==> config.mk <==
export PLATFORM = sky130hd
export DESIGN_NAME = expr_char_class
export DESIGN_NICKNAME = d
export VERILOG_FILES = /design/src/rtl/expr_stream_checker_pkg.sv /design/src/rtl/expr_stream_checker_char_class.sv
export SDC_FILE = /design/constraint.sdc
export NUM_CORES = 1
export LEC_CHECK = 0
export ABC_AREA = 1
export CORE_AREA = 2 2 39 41
export DETAILED_ROUTE_END_ITERATION = 6
export DIE_AREA = 0 0 41 43
export PLACE_DENSITY = 0.42
export SETUP_SLACK_MARGIN = 0.3
export SLEW_MARGIN = 10
export SYNTH_ARGS = -nofsm -noshare
export SYNTH_HDL_FRONTEND = slang
export SYNTH_SLANG_ARGS = --single-unit
==> constraint.sdc <==
create_clock -name vclk -period 1.15
set_clock_uncertainty 0.2 [all_clocks]
set_input_delay 0.23 -clock vclk [all_inputs]
set_output_delay 0.23 -clock vclk [all_outputs]
set_load 0.02 [all_outputs]
==> src/rtl/expr_stream_checker_pkg.sv <==
// Shared definitions for the expression stream checker and the planned evaluator:
// state encoding, ASCII constants, operator-mask bit positions and the character-class record.
package expr_pkg;

   typedef enum logic [2:0] {
      EMPTY   = 3'd0,
      NUM     = 3'd1,
      CLOSE_S = 3'd2,
      EXPECT  = 3'd3,
      DEAD    = 3'd4
   } state_e;

   localparam logic [7:0] CH_0     = 8'h30;
   localparam logic [7:0] CH_9     = 8'h39;
   localparam logic [7:0] CH_OPEN  = 8'h28;
   localparam logic [7:0] CH_CLOSE = 8'h29;
   localparam logic [7:0] CH_PLUS  = 8'h2B;
   localparam logic [7:0] CH_MINUS = 8'h2D;
   localparam logic [7:0] CH_MUL   = 8'h2A;
   localparam logic [7:0] CH_DIV   = 8'h2F;

   localparam int OP_BIT_ADD = 0;
   localparam int OP_BIT_SUB = 1;
   localparam int OP_BIT_MUL = 2;
   localparam int OP_BIT_DIV = 3;

   // Indexed by OP_BIT_*, so OP_MASK[i] enables OP_CHARS[i].
   localparam logic [3:0][7:0] OP_CHARS = {CH_DIV, CH_MUL, CH_MINUS, CH_PLUS};

   typedef struct packed {
      logic digit;
      logic op;
      logic open;
      logic close;
      logic other;
   } char_class_t;

   function automatic int depth_w(input int max_depth);
      return $clog2(max_depth + 1);
   endfunction

endpackage

==> src/rtl/expr_stream_checker_char_class.sv <==
// Combinational one-hot classifier of an ASCII character; disabled operators fall into "other".
module expr_char_class
   import expr_pkg::*;
(
   input  logic [7:0]  ch,
   input  logic [3:0]  op_mask,
   output char_class_t cls
);
   logic [3:0] op_hit;

   genvar gi;
   generate
      for (gi = 0; gi < 4; gi++) begin : g_op
         assign op_hit[gi] = op_mask[gi] && (ch == OP_CHARS[gi]);
      end
   endgenerate

   always_comb begin
      cls       = '0;
      cls.digit = (ch >= CH_0) && (ch <= CH_9);
      cls.op    = |op_hit;
      cls.open  = (ch == CH_OPEN);
      cls.close = (ch == CH_CLOSE);
      cls.other = !(cls.digit || cls.op || cls.open || cls.close);
   end
endmodule

==> results.sh, run 1 <==
# source this file to load flow results
export IMPL_placementRows=14
export IMPL_setup_viol=5
export IMPL_p_leak_nw=0.279
export IMPL_max_freq_ghz=0.673
export IMPL_slowest_delay_ns=0.14
export IMPL_setup_tns_ns=-1.39
export IMPL_antenna_left=0
export IMPL_fin_util_pct=45.0
export IMPL_drc=0
export IMPL_first_iter_violations=1
export IMPL_status="finished with violations"
export IMPL_fp_dieW_um=41
export IMPL_place_inst=77
export IMPL_finalWorstSetupSlack_ns=-0.337
export IMPL_yosysTopAreaCell="nand2_1"
export IMPL_worst_pin_slew_ns=0.196
export IMPL_drv_slew=0
export IMPL_failed_checks="negative setup slack"
export IMPL_fin_area_um2=623
export IMPL_yosysChipArea_um2=174
export IMPL_fillers=132
export IMPL_end_kind="output port"
export IMPL_cp_num_buf_inv=4
export IMPL_vdd_ir_drop_max_v=0.000132
export IMPL_grt_max_degree=6
export IMPL_grt_ovfl_total=0
export IMPL_area_growth_pct=258
export IMPL_finalCritPeriodShare_pct=129
export IMPL_vias_per_cell=3.84
export IMPL_diodes=0
export IMPL_ys_warnings_count=0
export IMPL_io_pins=17
export IMPL_cap_violations=0
export IMPL_die_y_um=43
export IMPL_wirelength_um=613
export IMPL_n_clock_buffer=0
export IMPL_syn_num_nets=50
export IMPL_syn_inst=38
export IMPL_crit_type="in2out"
run 1: report_power, final:
part	internal [mW]	leakage [nW]	switching (mW)
registers	0	0	0
clock network	0	0	0
logic	0.0792	0.279	0.0854
total	0.0792	0.279	0.0854
run 1: placed cells by master, fill, tap and decap left out, types with 2 or more instances in the layout:
cell type / instances
nand3_4: 2
nand2_4: 3
inv_12: 2
nor2_4: 8
nand2_2: 4
buf_12: 2
nand3_2: 3
buf_2: 5
dlygate4sd2_1: 3
buf_4: 3
clkdlybuf4s15_1: 2
nand2_1: 3
buf_6: 7
inv_2: 5
run 1: worst paths after layout:
check | endpoint | cells after the start | slack, ns | from
max | cls[0] | 9 | -0.34 | ch[2]
min | cls[2] | 7 | 0.72 | ch[4]
run 1: routing by layer:
layer / global-route usage (%) / up-vias / wire length [um]
met4: 0 / 0 / 0
met1: 11.7 / 128 / 246
met2: 14.1 / 8 / 340
met3: 0 / 0 / 27
li1: - / 160 / -
met5: 0 / - / 0
run 1: area by class of cell:
type	count	area share, %
inverters	9	12.9
multi-input cells	29	47.4
well taps	16	3.21
repair buffers	23	36.5
run 1: logic make-up (layout without fill, tap and decap cells):
logic type      count (synthesis)  after routing  share of synthesized area, %
compound gates                  3              3                          12.2
buf+inv                         9             32                          19.4
simple gates                   26             26                          68.3
run 1: repair_timing:
action / 4_1_cts / 5_1_grt
hold endpoints to repair: 0 / 0
hold buffers: 0 / 0
setup endpoints to repair: 5 / 5
gates resized: 86 / 4
pin swaps: 18 / 3
setup buffers: 0 / 0
run 1: metrics by stage:
stage / setup slack, ns / total power [mW]
after detailed placement: -1.32 / 0.149
final: -0.337 / 0.165
after global routing: -0.390 / 0.176
after floorplan: -0.0749 / 0.0609
after CTS: -0.357 / 0.161
after global placement: -1.27 / 0.146
Figure 1. Routed metal, one color a layer (run 1).
The bar under the picture is 10 um long.
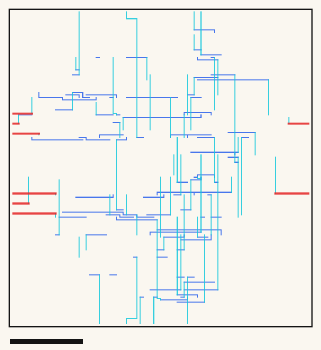
blue -> met1  # wire length 246 um
cyan -> met2  # wire length 340 um
red -> met3  # wire length 27.4 um

Figure 2. Layout detail (run 1).
The bar under the picture is 5 um long. Window x 10 to 30, y 20 to 40 um. Cells in gray, sequential cells in the stronger gray; small squares are vias.
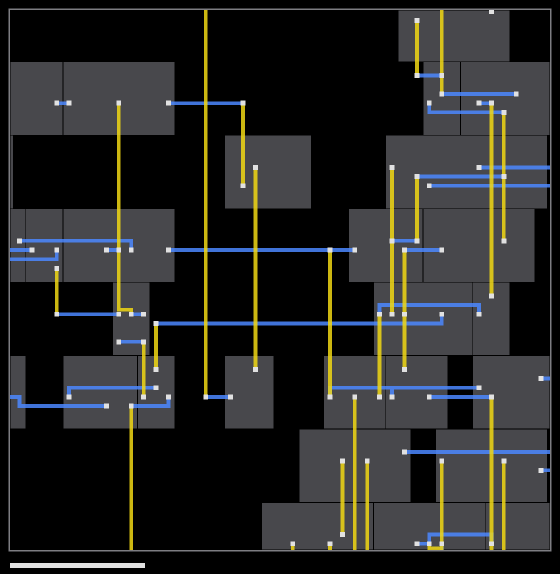
yellow -> met2
blue -> met1
most frequent = nor2_4 (6), buf_6 (3)
cells with their middle in the window = 23
sequential cells in the window = 0

Figure 3. Routing congestion (run 1).
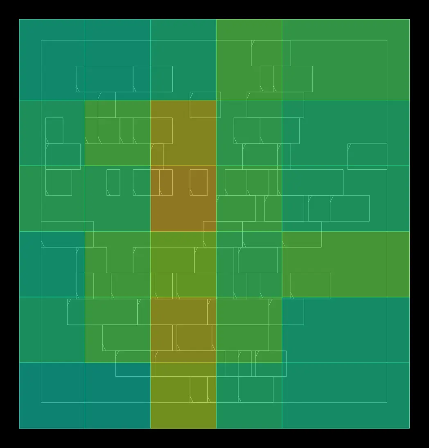
M1 GR Usage: 11.7%
GR peak layer: met2
Total GRT Usage: 8.19%
wire per inst: 7.96 um

## Run 2: what changed since run 1
--- a/config.mk
+++ b/config.mk
@@ -10,6 +10,7 @@
 export DETAILED_ROUTE_END_ITERATION = 6
 export DIE_AREA = 0 0 41 43
 export PLACE_DENSITY = 0.42
+export REMOVE_ABC_BUFFERS = 1
 export SETUP_SLACK_MARGIN = 0.3
 export SLEW_MARGIN = 10
 export SYNTH_ARGS = -nofsm -noshare
Figure 4. Routing congestion (run 2).
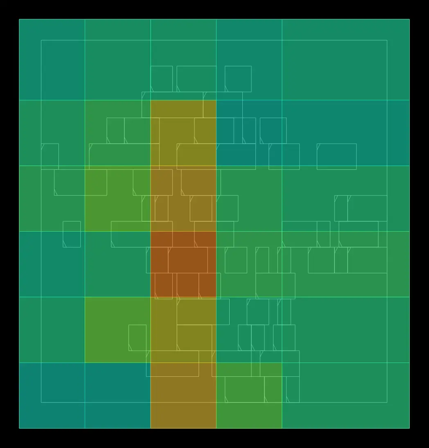
final core occ: 36.4%
met2 usage: 12.2%
M3 GR Usage: 0.524%
M1 GR Usage: 9.18%
Total GRT Usage: 6.89%

==> run 2 against run 1 <==
Net effect: the run still ends with negative setup slack left; routed wire length decreased by 9.3%; critical endpoint unchanged; die area unchanged; critical path depth decreased by 2; via count decreased by 0.68%; worst hold slack got worse by 0.032 ns; design area decreased by 19%; non-clock buffer count decreased by 4; synthesized cell count unchanged.
==> results.sh, run 2 <==
# source this file to load flow results
export IMPL_status="finished with violations"
export IMPL_yosysChipArea_um2=174
export IMPL_final_cell_mix="7 x inv_2, 7 x nor2_4, 7 x buf_6, 5 x nand2_2, 5 x buf_2"
export IMPL_die_y_um=43
export IMPL_failed_checks="negative setup slack"
export IMPL_yosysTopAreaCell="nand2_1"
export IMPL_p_leak_nw=0.239
export IMPL_wirelength_um=556
export IMPL_n_clock_buffer=0
export IMPL_antenna_left=0
export IMPL_ys_warnings_count=0
export IMPL_hold_depth=7
export IMPL_setup_viol=5
export IMPL_cap_violations=0
export IMPL_finalWorstSetupSlack_ns=-0.192
export IMPL_area_growth_pct=190
export IMPL_slowest_delay_ns=0.13
export IMPL_crit_cells=7
export IMPL_cp_num_buf_inv=2
export IMPL_first_iter_violations=0
export IMPL_placementRows=14
export IMPL_fp_dieW_um=41
export IMPL_fillers=161
export IMPL_drv_slew=0
-- run 2: layout make-up --
type	instances	area [um2]	share of cell area (%)
Timing Repair Buffer	19	191	38.0
Inverter	9	38.8	7.69
Multi-Input combinational cell	29	254	50.4
Tap cell	16	20.0	3.97
-- run 2: logic make-up (layout without fill, tap and decap cells) --
family | count (synthesis) | count (layout) | synth area share, %
buf+inv | 9 | 28 | 19.4
compound gates | 3 | 3 | 12.2
simple gates | 26 | 26 | 68.3
-- run 2: report_power, final --
part / total, mW / internal, mW / switching, mW / leakage [nW]
sequential: 0 / 0 / 0 / 0
clock: 0 / 0 / 0 / 0
combinational: 0.127 / 0.0655 / 0.0618 / 0.239
total: 0.127 / 0.0655 / 0.0618 / 0.239
-- run 2: path summary, 6_finish.rpt --
path,to,slack (ns)
worst max-delay path,cls[0],-0.19
worst min-delay path,cls[2],0.69
-- run 2: tightest hold or removal path, stage by stage --
cell and delay, ns:
buf_6 0.07, inv_2 0.02, nand2_2 0.07, nor2_4 0.05, nand2_2 0.07, inv_2 0.03, buf_6 0.12
-- run 2: routing by layer --
metal | share of wire, % | track usage (%) | wire, um | up-vias
met3 | 5.8 | 0.524 | 32 | 0
met2 | 63 | 12.2 | 349 | 9
met4 | 0 | 0 | 0 | 0
met5 | 0 | 0 | 0 | -
met1 | 31 | 9.18 | 174 | 128
li1 | - | - | - | 157
-- run 2: repair_timing --
action | CTS | global route
gates cloned | 0 | 0
setup buffers | 0 | 0
pin swaps | 21 | 13
setup endpoints to repair | 5 | 5
gates resized | 104 | 19
-- run 2: stage by stage --
step                total power [mW]  instances
floorplan                     0.0308         38
global placement              0.0885         73
detailed placement            0.0888         73
CTS                            0.101         73
global route                   0.137         73
finish                         0.127         73
Power is estimated from default activity; no workload was simulated.
